$ cat src/rtl/calc_sequencer.sv
// calc_sequencer: front-end controller for the four-digit calculator.
// Edge-detects the push-buttons, collects four BCD operand digits, drives one
// operation line of the combinational datapath for a settle window and then
// registers the datapath result for the 7-segment display stage.
// Every output is a register; the datapath result is passed through untouched.

module calc_sequencer #(
    parameter int SETTLE_CYCLES = 1
) (
    input  logic       clk,
    input  logic       rst,
    input  logic [3:0] digit_sw,
    input  logic       btn_enter,
    input  logic [4:0] btn_op,
    input  logic       btn_clr,
    output logic [3:0] dp_in0,
    output logic [3:0] dp_in1,
    output logic [3:0] dp_in2,
    output logic [3:0] dp_in3,
    output logic [4:0] dp_op,
    input  logic [3:0] dp_out0,
    input  logic [3:0] dp_out1,
    input  logic [3:0] dp_out2,
    input  logic [3:0] dp_out3,
    input  logic       dp_dc,
    output logic [3:0] disp0,
    output logic [3:0] disp1,
    output logic [3:0] disp2,
    output logic [3:0] disp3,
    output logic [1:0] digit_idx,
    output logic       result_dc,
    output logic       busy,
    output logic       entry_err
);

    typedef enum logic [2:0] {
        ST_ENTRY   = 3'd0,
        ST_READY   = 3'd1,
        ST_EXEC    = 3'd2,
        ST_CAPTURE = 3'd3,
        ST_SHOW    = 3'd4
    } state_t;

    // Last value of the settle counter before moving on to CAPTURE.
    localparam logic [3:0] SETTLE_LAST = 4'(SETTLE_CYCLES - 1);

    // A switch setting is a usable operand digit only if it is valid BCD.
    function automatic logic digit_ok(input logic [3:0] d);
        return (d <= 4'd9);
    endfunction

    // Keep only the lowest set bit, so add beats sub beats mul and so on.
    function automatic logic [4:0] pick_op(input logic [4:0] e);
        return e & (~e + 5'd1);
    endfunction

    state_t     state_r, state_s;
    logic [3:0] cnt_r, cnt_s;
    logic [4:0] op_r, op_s;
    logic [3:0] in0_r, in1_r, in2_r, in3_r;
    logic [3:0] in0_s, in1_s, in2_s, in3_s;
    logic [3:0] disp0_r, disp1_r, disp2_r, disp3_r;
    logic [3:0] disp0_s, disp1_s, disp2_s, disp3_s;
    logic [1:0] idx_r, idx_s;
    logic       dc_r, dc_s;
    logic       busy_r, busy_s;
    logic       err_r, err_s;

    // Previous button levels; loaded with 1 in reset so a held button is quiet.
    logic       prev_enter_r;
    logic [4:0] prev_op_r;
    logic       prev_clr_r;

    logic       enter_edge_s;
    logic [4:0] op_edge_s;
    logic       clr_edge_s;

    assign enter_edge_s = btn_enter & ~prev_enter_r;
    assign op_edge_s    = btn_op & ~prev_op_r;
    assign clr_edge_s   = btn_clr & ~prev_clr_r;

    // Next-state and next-register computation; clear overrides every state.
    always_comb begin
        state_s = state_r;
        cnt_s   = cnt_r;
        op_s    = op_r;
        in0_s   = in0_r;
        in1_s   = in1_r;
        in2_s   = in2_r;
        in3_s   = in3_r;
        disp0_s = disp0_r;
        disp1_s = disp1_r;
        disp2_s = disp2_r;
        disp3_s = disp3_r;
        idx_s   = idx_r;
        dc_s    = dc_r;
        err_s   = 1'b0;

        if (clr_edge_s) begin
            state_s = ST_ENTRY;
            cnt_s   = 4'd0;
            op_s    = 5'd0;
            in0_s   = 4'd0;
            in1_s   = 4'd0;
            in2_s   = 4'd0;
            in3_s   = 4'd0;
            disp0_s = 4'd0;
            disp1_s = 4'd0;
            disp2_s = 4'd0;
            disp3_s = 4'd0;
            idx_s   = 2'd0;
            dc_s    = 1'b1;
        end else begin
            case (state_r)
                ST_ENTRY: begin
                    if (enter_edge_s) begin
                        if (digit_ok(digit_sw)) begin
                            // Slot 0 is the tens digit of operand 1 (in3).
                            case (idx_r)
                                2'd0:    in3_s = digit_sw;
                                2'd1:    in2_s = digit_sw;
                                2'd2:    in1_s = digit_sw;
                                2'd3:    in0_s = digit_sw;
                                default: in3_s = in3_r;
                            endcase
                            disp3_s = in3_s;
                            disp2_s = in2_s;
                            disp1_s = in1_s;
                            disp0_s = in0_s;
                            if (idx_r == 2'd3) begin
                                idx_s   = 2'd0;
                                state_s = ST_READY;
                            end else begin
                                idx_s = idx_r + 2'd1;
                            end
                        end else begin
                            err_s = 1'b1;
                        end
                    end else begin
                        state_s = ST_ENTRY;
                    end
                end
                ST_READY: begin
                    if (op_edge_s != 5'd0) begin
                        op_s    = pick_op(op_edge_s);
                        cnt_s   = 4'd0;
                        state_s = ST_EXEC;
                    end else begin
                        state_s = ST_READY;
                    end
                end
                ST_EXEC: begin
                    if (cnt_r == SETTLE_LAST) begin
                        state_s = ST_CAPTURE;
                    end else begin
                        cnt_s = cnt_r + 4'd1;
                    end
                end
                ST_CAPTURE: begin
                    disp0_s = dp_out0;
                    disp1_s = dp_out1;
                    disp2_s = dp_out2;
                    disp3_s = dp_out3;
                    dc_s    = dp_dc;
                    op_s    = 5'd0;
                    state_s = ST_SHOW;
                end
                ST_SHOW: begin
                    if (op_edge_s != 5'd0) begin
                        op_s    = pick_op(op_edge_s);
                        cnt_s   = 4'd0;
                        state_s = ST_EXEC;
                    end else if (enter_edge_s) begin
                        // A fresh entry restarts from an all-zero operand set.
                        in3_s   = digit_ok(digit_sw) ? digit_sw : 4'd0;
                        in2_s   = 4'd0;
                        in1_s   = 4'd0;
                        in0_s   = 4'd0;
                        disp3_s = in3_s;
                        disp2_s = 4'd0;
                        disp1_s = 4'd0;
                        disp0_s = 4'd0;
                        idx_s   = digit_ok(digit_sw) ? 2'd1 : 2'd0;
                        err_s   = ~digit_ok(digit_sw);
                        state_s = ST_ENTRY;
                    end else begin
                        state_s = ST_SHOW;
                    end
                end
                default: begin
                    // Unreachable encoding: fall back to a quiet entry state.
                    state_s = ST_ENTRY;
                    op_s    = 5'd0;
                    cnt_s   = 4'd0;
                    idx_s   = 2'd0;
                end
            endcase
        end

        busy_s = (state_s == ST_EXEC) || (state_s == ST_CAPTURE);
    end

    // State, datapath-facing and display registers, plus button history.
    always_ff @(posedge clk) begin
        if (rst) begin
            state_r      <= ST_ENTRY;
            cnt_r        <= 4'd0;
            op_r         <= 5'd0;
            in0_r        <= 4'd0;
            in1_r        <= 4'd0;
            in2_r        <= 4'd0;
            in3_r        <= 4'd0;
            disp0_r      <= 4'd0;
            disp1_r      <= 4'd0;
            disp2_r      <= 4'd0;
            disp3_r      <= 4'd0;
            idx_r        <= 2'd0;
            dc_r         <= 1'b1;
            busy_r       <= 1'b0;
            err_r        <= 1'b0;
            prev_enter_r <= 1'b1;
            prev_op_r    <= 5'b11111;
            prev_clr_r   <= 1'b1;
        end else begin
            state_r      <= state_s;
            cnt_r        <= cnt_s;
            op_r         <= op_s;
            in0_r        <= in0_s;
            in1_r        <= in1_s;
            in2_r        <= in2_s;
            in3_r        <= in3_s;
            disp0_r      <= disp0_s;
            disp1_r      <= disp1_s;
            disp2_r      <= disp2_s;
            disp3_r      <= disp3_s;
            idx_r        <= idx_s;
            dc_r         <= dc_s;
            busy_r       <= busy_s;
            err_r        <= err_s;
            prev_enter_r <= btn_enter;
            prev_op_r    <= btn_op;
            prev_clr_r   <= btn_clr;
        end
    end

    assign dp_in0    = in0_r;
    assign dp_in1    = in1_r;
    assign dp_in2    = in2_r;
    assign dp_in3    = in3_r;
    assign dp_op     = op_r;
    assign disp0     = disp0_r;
    assign disp1     = disp1_r;
    assign disp2     = disp2_r;
    assign disp3     = disp3_r;
    assign digit_idx = idx_r;
    assign result_dc = dc_r;
    assign busy      = busy_r;
    assign entry_err = err_r;

endmodule

$ cat config.mk
export PLATFORM = sky130hd
export DESIGN_NAME = calc_sequencer
export DESIGN_NICKNAME = d
export VERILOG_FILES = /design/src/rtl/calc_sequencer.sv
export SDC_FILE = /design/constraint.sdc
export NUM_CORES = 1
export LEC_CHECK = 0
export CAP_MARGIN = 0
export CORE_UTILIZATION = 49
export CTS_CLUSTER_DIAMETER = 60
export DETAILED_ROUTE_END_ITERATION = 7
export GPL_TIMING_DRIVEN = 0
export PLACE_DENSITY = 0.79
export SLEW_MARGIN = 15
export SYNTH_ARGS = -nofsm -noshare
export SYNTH_HDL_FRONTEND = slang
export SYNTH_SLANG_ARGS = --single-unit
$ cat constraint.sdc
create_clock -name clk -period 3.3 [get_ports clk]
set_input_delay 0.825 -clock clk [delete_from_list [all_inputs] [get_ports clk]]
set_output_delay 0.825 -clock clk [all_outputs]
set_load 0.01 [all_outputs]
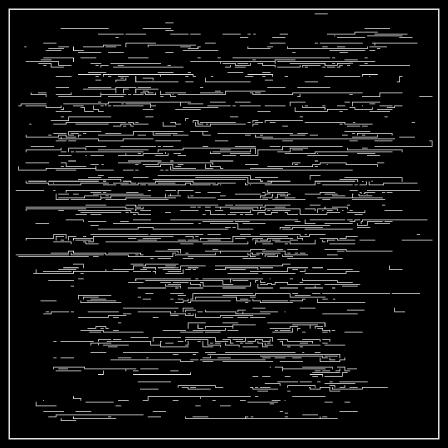
Fig. 1. Metal 1 (run 1).
The layer holds 46% of the routed length. The layer carries 3650 um of wire.

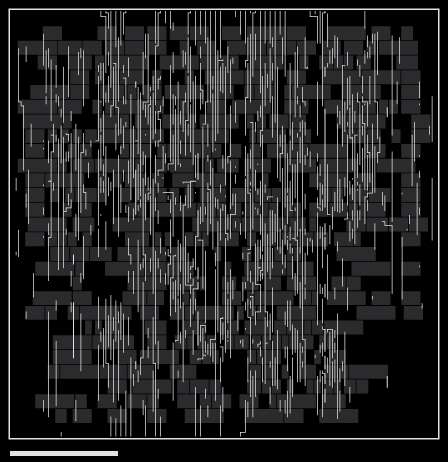
Fig. 2. The metal 2 layer (run 1).
Scale bar: 20 um.
The layer holds 46% of the routed length. The wires run mostly vertical. 380 nets have wire on it. The layer carries 3630 um of wire.

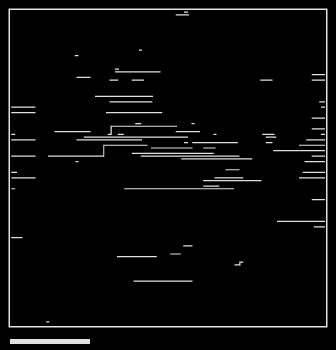
Fig. 3. M3 wires (run 1).
Scale bar: 20 um.
59 nets have wire on it. The layer holds 5.8% of the routed length. The layer carries 459 um of wire. The wires run mostly horizontal.

-- run 1: synthesized netlist by cell type, types with 2 or more instances --
cell,n,area [um^2]
nor3b_1,2,15.0
mux2i_1,2,20.0
nor4_1,2,12.5
and3_1,13,81.3
dfxtp_1,56,1120
or2_2,7,43.8
nor2b_1,6,37.5
a32o_1,7,70.1
o21ai_0,22,110
nand3_1,18,90.1
nor2_1,15,56.3
a211oi_1,8,60.1
nand2b_1,2,12.5
o211ai_1,3,22.5
buf_6,3,33.8
nor2b_4,2,27.5
clkbuf_1,17,63.8
a211oi_2,9,113
buf_2,3,15.0
nor3_1,18,90.1
nand2_1,18,67.6
inv_1,7,26.3
a31oi_1,2,12.5
mux2_2,16,180
ha_1,6,75.1
a222oi_1,2,20.0
o31ai_1,2,15.0
o21a_1,2,15.0
a21oi_1,33,165
and2_1,3,18.8
-- run 1: worst min-delay path: stages (launching register included) --
cell,delay (ns)
dfxtp_1,0.33
nand2_1,0.07
o21ai_2,0.04
-- run 1: through the flow --
step	power, W	setup WS (ns)
2_1_floorplan	0.000812	0.644
3_3_place_gp	0.000894	-0.101
3_5_place_dp	0.000898	-0.201
4_1_cts	0.00127	0.120
5_1_grt	0.00131	0.0299
6_report	0.00127	0.176
-- run 1: cell families (layout without fill, tap and decap cells) --
kind of cell	after synthesis	after routing	share of synthesized area (%)
simple gates	116	116	22.6
compound gates	100	100	23.6
flops	56	56	38.5
buf+inv	31	110	5.46
mux	18	18	6.88
fa+ha+maj	6	6	2.58
xor+xnor	1	1	0.301
-- run 1: worst max path at each step --
stage	endpoint	slack, ns
floorplan	disp1[0]	0.64
global placement	disp2[3]	-0.10
detailed placement	disp1[3]	-0.20
CTS	disp1[3]	0.12
global route	dp_in2[2]	0.03
finish	dp_in0[0]	0.18
-- run 1: final cells by class --
cell class	count	area [um^2]
clock inverters	3	18.8
well taps	72	90.1
repair buffers	71	711
inverters	7	26.3
multi-input cells	241	1630
clock buffers	5	68.8
plain buffers	24	133
flip-flops and latches	56	1120
fillers	485	1810
-- run 1: registers in the layout (all words and copies together), names as in the netlist, 3 cells and up --
signal,count
cnt_r,4
disp0,4
disp1,4
disp2,4
disp3,4
dp_in0,4
dp_in1,4
dp_in2,4
dp_in3,4
dp_op,5
prev_op_r,5
state_r,3
-- run 1: where the power goes --
part           leakage, nW  switching, W  internal, W
Combinational        0.861     0.0000894    0.0000955
Clock               0.0479      0.000234     0.000149
Sequential           0.455    0.00000900     0.000690
-- run 1: routing by layer --
metal,GRT usage [%],routed length [um],up-vias
li1,-,-,1366
met5,0,0,-
met1,35.9,3650,1345
met3,4.14,458,20
met4,11.5,231,0
met2,41.4,3630,102
==> summary.json, run 1 <==
{
  "status": {
    "status": "finished, final reports clean"
  },
  "synthesis": {
    "synth_chip_area_um2": 2910,
    "syn_area_um2": 2910,
    "main_flop_type": "dfxtp_1",
    "ys.flops": 56,
    "post_synth_tally_of_flip_flops_with_integrated_enable": 0,
    "ys_warn_count": 0,
    "synth_cell_type_count": 52,
    "async_set_or_reset_flop_fraction_in_the_synthesized_netlist_pct": 0,
    "avgSynthCellArea_um2": 8.87,
    "syn-instance-count": 328
  },
  "sta": {
    "max_slew.worst_pin.slew_ns": 0.674,
    "worst_clock_skew_ns": 0.0126,
    "finalCriticalPeriod_ns": 3.12,
    "finalSetupTns_ns": 0,
    "slew_viol_final": 0
  },
  "critical_path": {
    "reg2reg_slack_ns": 0.92,
    "crit_path_class": "in -> reg",
    "cp-end-kind": "flop",
    "critPathArrivalTime_ns": 3.37
  },
  "route": {
    "detail_route.vias_per_cell": 5.91,
    "detailroute.via_count": 2833
  },
  "die": {
    "floorplan.die_area_um2": 6250,
    "core_um2": 5610,
    "ios": 72,
    "die_width_um": 79.1
  },
  "global_route": {
    "grt.total_usage_pct": 26.4,
    "grt_first_pass_wirelength_um": 12900,
    "number_of_global_route_vias_before_repair": 2664
  },
  "clocking": {
    "cts.root.buffer_cell": "clkbuf_8",
    "cts.path.max_buffers": 2,
    "numCtsBuffers": 5
  },
  "final_layout": {
    "layout_top_cell": "clkdlybuf4s50_1"
  },
  "hold_path": {
    "min-delay-path-class": "reg -> reg"
  }
}
==> run 2: changes to the inputs <==
--- a/config.mk
+++ b/config.mk
@@ -6,6 +6,7 @@
 export NUM_CORES = 1
 export LEC_CHECK = 0
 export CAP_MARGIN = 0
+export CORE_MARGIN = 1
 export CORE_UTILIZATION = 49
 export CTS_CLUSTER_DIAMETER = 60
 export DETAILED_ROUTE_END_ITERATION = 7
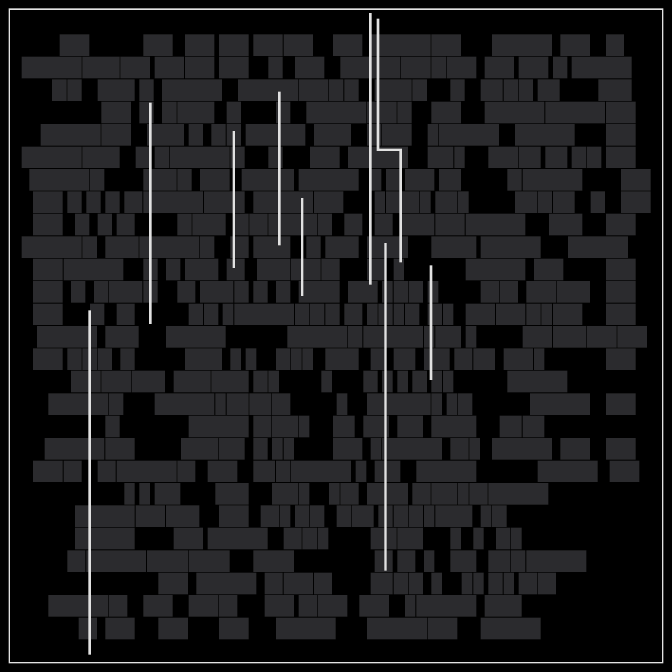
Fig. 4. M4 wires (run 2).
8 nets have wire on it. The wires run mostly vertical.

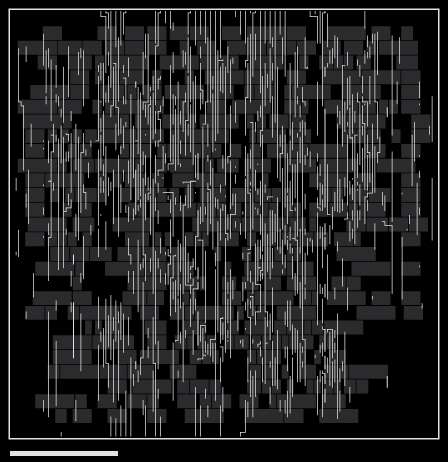
Fig. 5. The metal 2 layer (run 2).
Scale bar: 20 um.
The wires run mostly vertical. The longest straight run is 40.5 um. 380 nets have wire on it. The layer carries 3630 um of wire.

==> summary.json, run 2 <==
{
  "status": {
    "status": {"value": "finished, final reports clean", "change": "unchanged"}
  },
  "die": {
    "ios": {"value": 72, "change": "unchanged"},
    "core": {"value": 5610, "unit": "um^2", "change": "unchanged"},
    "floorplan.die_area": {"value": 6250, "unit": "um^2", "change": "unchanged"}
  },
  "synthesis": {
    "synth.cellmix.compoundShare": {"value": 23.6, "unit": "%", "change": "unchanged"},
    "async_set_or_reset_flop_fraction_in_the_synthesized_netlist": {"value": 0, "unit": "%", "change": "unchanged"},
    "post_synth_tally_of_flip_flops_with_integrated_enable": {"value": 0, "change": "unchanged"},
    "yosys.area_share.simple": {"value": 22.6, "unit": "%", "change": "unchanged"},
    "synth_cell_type_count": {"value": 52, "change": "unchanged"},
    "syn-instance-count": {"value": 328, "change": "unchanged"},
    "top_cells_by_count": {"value": "56 x dfxtp_1, 33 x a21oi_1, 22 x o21ai_0", "change": "unchanged"},
    "synth_xor_xnor_area_share": {"value": 0.301, "unit": "%", "change": "unchanged"},
    "synth_chip_area": {"value": 2910, "unit": "um^2", "change": "unchanged"},
    "post_synth_main_logic_family": {"value": "AND-OR/OR-AND gates", "change": "unchanged"},
    "ys.flops": {"value": 56, "change": "unchanged"},
    "area_leaders": {"value": "dfxtp_1 39%, mux2_2 6.2%, a21oi_1 5.7%", "change": "unchanged"},
    "top_area_cell": {"value": "dfxtp_1", "change": "unchanged"},
    "most_common_cell": {"value": "dfxtp_1", "change": "unchanged"},
    "yosysTopAreaCellShare": {"value": 38.5, "unit": "%", "change": "unchanged"},
    "syn_area": {"value": 2910, "unit": "um^2", "change": "unchanged"}
  },
  "sta": {
    "max_slew.worst_pin.slew": {"value": 0.674, "unit": "ns", "change": "unchanged"},
    "finalCriticalPeriod": {"value": 3.12, "unit": "ns", "change": "unchanged"},
    "worst_clock_skew": {"value": 0.0126, "unit": "ns", "change": "unchanged"}
  },
  "clocking": {
    "numCtsBuffers": {"value": 5, "change": "unchanged"},
    "cts.root.buffer_cell": {"value": "clkbuf_8", "change": "unchanged"}
  },
  "critical_path": {
    "crit_path_class": {"value": "in -> reg", "change": "unchanged"},
    "cp-end-kind": {"value": "flop", "change": "unchanged"},
    "timing.critical_path.to": {"value": "dp_in0[0]", "change": "unchanged"},
    "critPathArrivalTime": {"value": 3.37, "unit": "ns", "change": "about the same"}
  },
  "route": {
    "detailroute.wirelength.met3": {"value": 458, "unit": "um", "change": "unchanged"},
    "detailroute.via_count": {"value": 2833, "change": "unchanged"},
    "detail_route.vias_per_cell": {"value": 5.91, "change": "unchanged"}
  },
  "global_route": {
    "grt_first_pass_wirelength": {"value": 12900, "unit": "um", "change": "unchanged"},
    "number_of_global_route_vias_before_repair": {"value": 2664, "change": "unchanged"}
  }
}
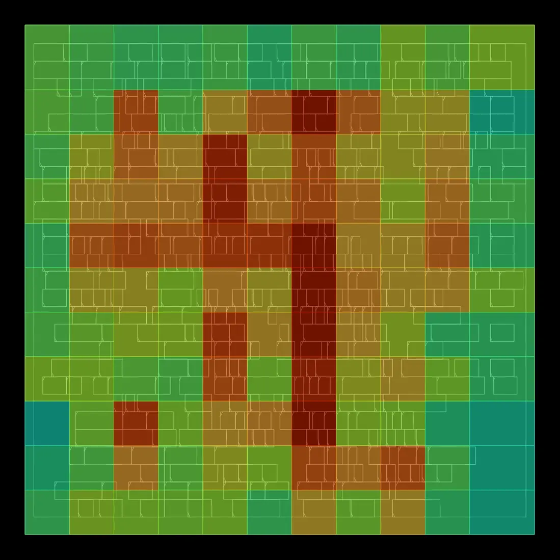
Fig. 6. Routing congestion map (run 2).
global-route usage over all layers: 26.4%
Final Util: 67.8%

==> run 2: metal layers <==
layer	vias up	track usage (%)
li1	1366	-
met1	1345	35.9
met2	102	41.4
met3	20	4.14
met4	0	11.5
met5	-	0
==> run 2: final cells by class <==
type / instances / area (um^2) / share of cell area (%)
multi-input combinational: 241 / 1630 / 43.0
sequential: 56 / 1120 / 29.5
timing repair buffer: 71 / 711 / 18.7
buffer: 24 / 133 / 3.49
tap: 72 / 90.1 / 2.37
clock buffer: 5 / 68.8 / 1.81
inverter: 7 / 26.3 / 0.691
clock inverter: 3 / 18.8 / 0.494
==> run 2: what timing repair did <==
| item | CTS | global route |
|---|---|---|
| gates resized | 0 | 1 |
| setup endpoints to repair | 0 | 4 |
| endpoints found under the hold margin | 0 | 0 |
==> run 2: logic make-up after synthesis <==
group / Yosys count
AOI/OAI and AO/OA: 100
xor gates and xnor gates: 1
adders and majority gates: 6
buffers and inverters: 31
DFF: 56
muxes: 18
and+or+nand+nor: 116
==> run 2: worst min-delay path by stage <==
stage / endpoint / cells after the start
after global routing: dp_op[0] / 1
after CTS: disp3[3] / 2
after global placement: disp3[3] / 2
after floorplan: cnt_r[3] / 2
final: disp3[3] / 2
after detailed placement: disp3[3] / 2
==> run 2: metrics by stage <==
step / setup slack (ns) / TNS, ns / instance area [um^2] / utilization [%] / total power, W
final: 0.176 / 0 / 3800 / 67.8 / 0.00127
after global routing: 0.0299 / 0 / 3800 / 67.8 / 0.00131
after CTS: 0.120 / 0 / 3800 / 67.7 / 0.00127
after detailed placement: -0.201 / -1.63 / 3710 / 66.2 / 0.000898
after global placement: -0.101 / -0.891 / 3710 / 66.2 / 0.000894
after floorplan: 0.644 / 0 / 2910 / - / 0.000812
==> run 2: report_power, final <==
part / switching, W / internal (W) / total [W] / leakage [nW]
Clock: 0.000234 / 0.000149 / 0.000383 / 0.0479
Sequential: 0.00000900 / 0.000690 / 0.000699 / 0.455
Combinational: 0.0000894 / 0.0000955 / 0.000185 / 0.861
Total: 0.000333 / 0.000935 / 0.00127 / 1.36
==> run 2: critical path, cell delays in order <==
cell             delay (ns)
clkdlybuf4s50_1        0.59
o21ai_1                0.52
nand2_1                0.26
nor2_1                 0.46
clkbuf_1               0.42
nand3_1                0.14
a21oi_1                0.15
==> run 3: changes to the inputs <==
--- a/config.mk
+++ b/config.mk
@@ -9,6 +9,7 @@
 export CORE_MARGIN = 1
 export CORE_UTILIZATION = 49
 export CTS_CLUSTER_DIAMETER = 60
+export CTS_CLUSTER_SIZE = 25
 export DETAILED_ROUTE_END_ITERATION = 7
 export GPL_TIMING_DRIVEN = 0
 export PLACE_DENSITY = 0.79
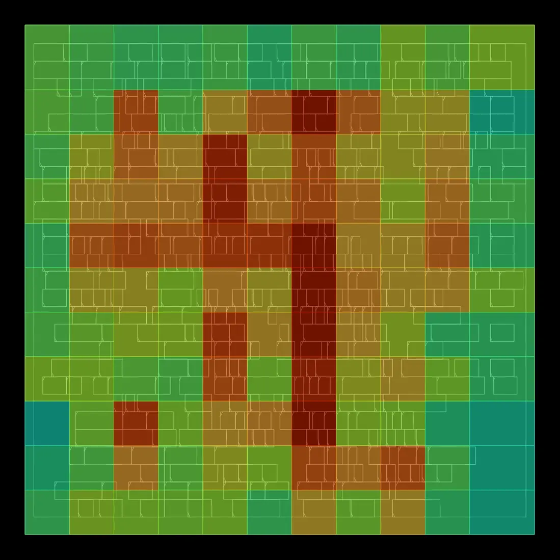
Fig. 7. Routing congestion map (run 3).
drt wl/cell: 16.6 um
Most Crowded Layer GR: met2

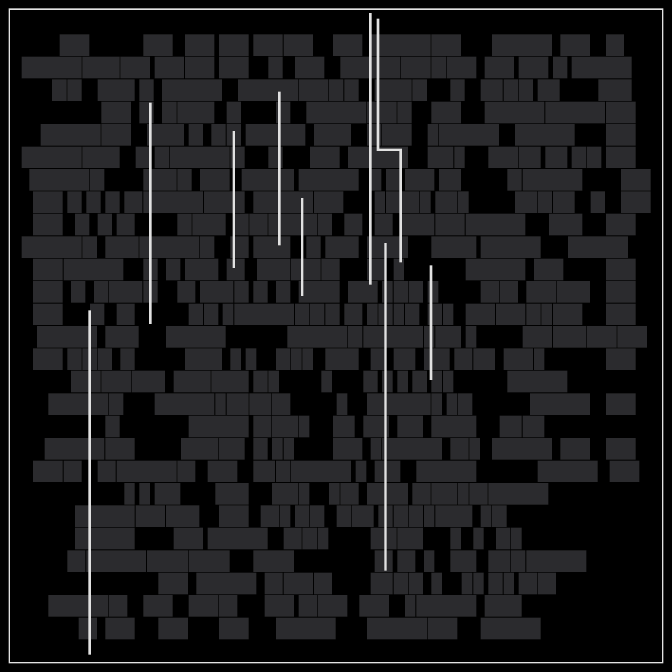
Fig. 8. M4 wires (run 3).
The wires run mostly vertical. 8 nets have wire on it. The longest straight run is 41.5 um.

==> summary.json, run 3 <==
{
  "critical_path": {
    "cp_cell_instances": {"value": "clkdlybuf4s50_1, o21ai_1, nand2_1, nor2_1, clkbuf_1, nand3_1, a21oi_1", "change": "unchanged"},
    "cp_num_buf_inv": {"value": 2, "change": "unchanged"},
    "crit_path_class": {"value": "in -> reg", "change": "unchanged"},
    "cp_top_family": {"value": "buffers and inverters", "change": "unchanged"},
    "cp-end-kind": {"value": "flop", "change": "unchanged"},
    "cp_slowest_cell": {"value": "clkdlybuf4s50_1", "change": "unchanged"},
    "critPathArrivalTime": {"value": 3.37, "unit": "ns", "change": "about the same"}
  },
  "sta": {
    "setup_slack": {"value": 0.176, "unit": "ns", "change": "unchanged"},
    "slew_viol_final": {"value": 0, "change": "unchanged"},
    "worst_clock_skew": {"value": 0.0126, "unit": "ns", "change": "unchanged"},
    "max_slew.worst_pin.slew": {"value": 0.674, "unit": "ns", "change": "unchanged"}
  },
  "synthesis": {
    "most_common_cell": {"value": "dfxtp_1", "change": "unchanged"},
    "avgSynthCellArea": {"value": 8.87, "unit": "um^2", "change": "unchanged"},
    "post_synth_main_logic_family": {"value": "AND-OR/OR-AND gates", "change": "unchanged"},
    "synth.cellmix.compoundShare": {"value": 23.6, "unit": "%", "change": "unchanged"},
    "top_cells_by_count": {"value": "56 x dfxtp_1, 33 x a21oi_1, 22 x o21ai_0", "change": "unchanged"},
    "area_leaders": {"value": "dfxtp_1 39%, mux2_2 6.2%, a21oi_1 5.7%", "change": "unchanged"},
    "synth_chip_area": {"value": 2910, "unit": "um^2", "change": "unchanged"},
    "synth_xor_xnor_area_share": {"value": 0.301, "unit": "%", "change": "unchanged"},
    "post_synth_tally_of_flip_flops_with_integrated_enable": {"value": 0, "change": "unchanged"},
    "syn-instance-count": {"value": 328, "change": "unchanged"},
    "synth_cell_type_count": {"value": 52, "change": "unchanged"},
    "yosys.area_share.simple": {"value": 22.6, "unit": "%", "change": "unchanged"},
    "ys.flops": {"value": 56, "change": "unchanged"},
    "syn_area": {"value": 2910, "unit": "um^2", "change": "unchanged"},
    "synthAdderAreaFrac": {"value": 2.58, "unit": "%", "change": "unchanged"},
    "main_flop_type": {"value": "dfxtp_1", "change": "unchanged"},
    "yosysTopAreaCellShare": {"value": 38.5, "unit": "%", "change": "unchanged"},
    "synthMuxAreaShare": {"value": 6.88, "unit": "%", "change": "unchanged"}
  },
  "route": {
    "detail_route.vias_per_cell": {"value": 5.91, "change": "unchanged"}
  },
  "status": {
    "status": {"value": "finished, final reports clean", "change": "unchanged"}
  },
  "clocking": {
    "cts.path.max_buffers": {"value": 2, "change": "unchanged"},
    "numCtsBuffers": {"value": 5, "change": "unchanged"},
    "cts.root.buffer_cell": {"value": "clkbuf_8", "change": "unchanged"},
    "cts-resized-gates": {"value": 0, "change": "unchanged"}
  },
  "die": {
    "core": {"value": 5610, "unit": "um^2", "change": "unchanged"},
    "die_width": {"value": 79.1, "unit": "um", "change": "unchanged"},
    "floorplan.die_area": {"value": 6250, "unit": "um^2", "change": "unchanged"}
  },
  "global_route": {
    "grt_first_pass_wirelength": {"value": 12900, "unit": "um", "change": "unchanged"}
  },
  "hold_path": {
    "min-delay-path-class": {"value": "reg -> reg", "change": "unchanged"}
  },
  "place": {
    "detailed_place.area": {"value": 3710, "unit": "um^2", "change": "unchanged"}
  },
  "final_layout": {
    "finish.instance_area": {"value": 3800, "unit": "um^2", "change": "unchanged"},
    "layout_top_cell": {"value": "clkdlybuf4s50_1", "change": "unchanged"},
    "postLayoutCoreUtil": {"value": 67.8, "unit": "%", "change": "unchanged"}
  }
}
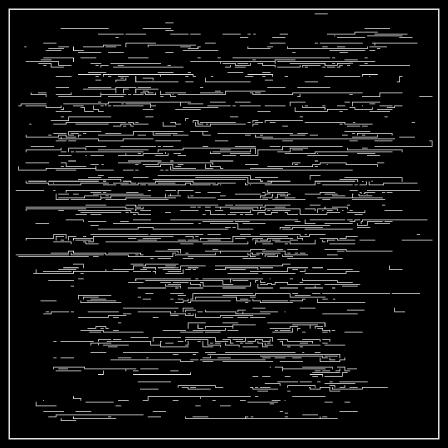
Fig. 9. Metal 1 (run 3).
The layer carries 3650 um of wire. The longest straight run is 33.6 um. The layer holds 46% of the routed length. The wires run mostly horizontal. 401 nets have wire on it.

==> run 3: stage by stage <==
| stage | TNS, ns | total power (W) |
|---|---|---|
| finish | 0 | 0.00127 |
| global route | 0 | 0.00131 |
| CTS | 0 | 0.00127 |
| detailed placement | -1.63 | 0.000898 |
| global placement | -0.891 | 0.000894 |
| floorplan | 0 | 0.000812 |
==> run 3: cells by family after synthesis <==
| group | after synthesis |
|---|---|
| AND/OR/NAND/NOR | 116 |
| AND-OR/OR-AND | 100 |
| flip-flops | 56 |
| buffers and inverters | 31 |
| multiplexers | 18 |
| adder cells (fa/ha/maj) | 6 |
| XOR/XNOR | 1 |
==> run 3: report_power, final <==
group | internal, W | leakage, nW | switching (W)
clock | 0.000149 | 0.0479 | 0.000234
combinational | 0.0000955 | 0.861 | 0.0000894
sequential | 0.000690 | 0.455 | 0.00000900
total | 0.000935 | 1.36 | 0.000333
==> run 3: worst min-delay path: cells and delay by family, from the launching register on <==
kind | cells | cell delay, ns
AOI/OAI and AO/OA | 1 | 0.04
and+or+nand+nor | 1 | 0.07
DFF | 1 | 0.33
==> run 3: final timing paths <==
kind / slack (ns) / endpoint / start / cells past startpoint
setup reg to reg: 0.92 / disp1[3] / prev_op_r[0] / 8
hold reg to reg: 0.47 / disp3[3] / disp3[3] / 2
hold / removal: 0.47 / disp3[3] / disp3[3] / 2
setup / recovery: 0.18 / dp_in0[0] / digit_sw[2] / 7
==> run 3: routing by layer <==
layer / track usage (%) / share of wire [%] / up-vias
met5: 0 / 0 / -
met4: 11.5 / 2.9 / 0
met2: 41.4 / 46 / 102
li1: - / - / 1366
met3: 4.14 / 5.8 / 20
met1: 35.9 / 46 / 1345
==> run 3: final cells by class <==
| type | count | area (um^2) |
|---|---|---|
| clock inverter | 3 | 18.8 |
| buffer | 24 | 133 |
| timing repair buffer | 71 | 711 |
| clock buffer | 5 | 68.8 |
| sequential | 56 | 1120 |
| inverter | 7 | 26.3 |
| tap | 72 | 90.1 |
| multi-input combinational | 241 | 1630 |
| fill | 485 | 1810 |
No activity file was given, so power comes from the tool's default toggle rates.
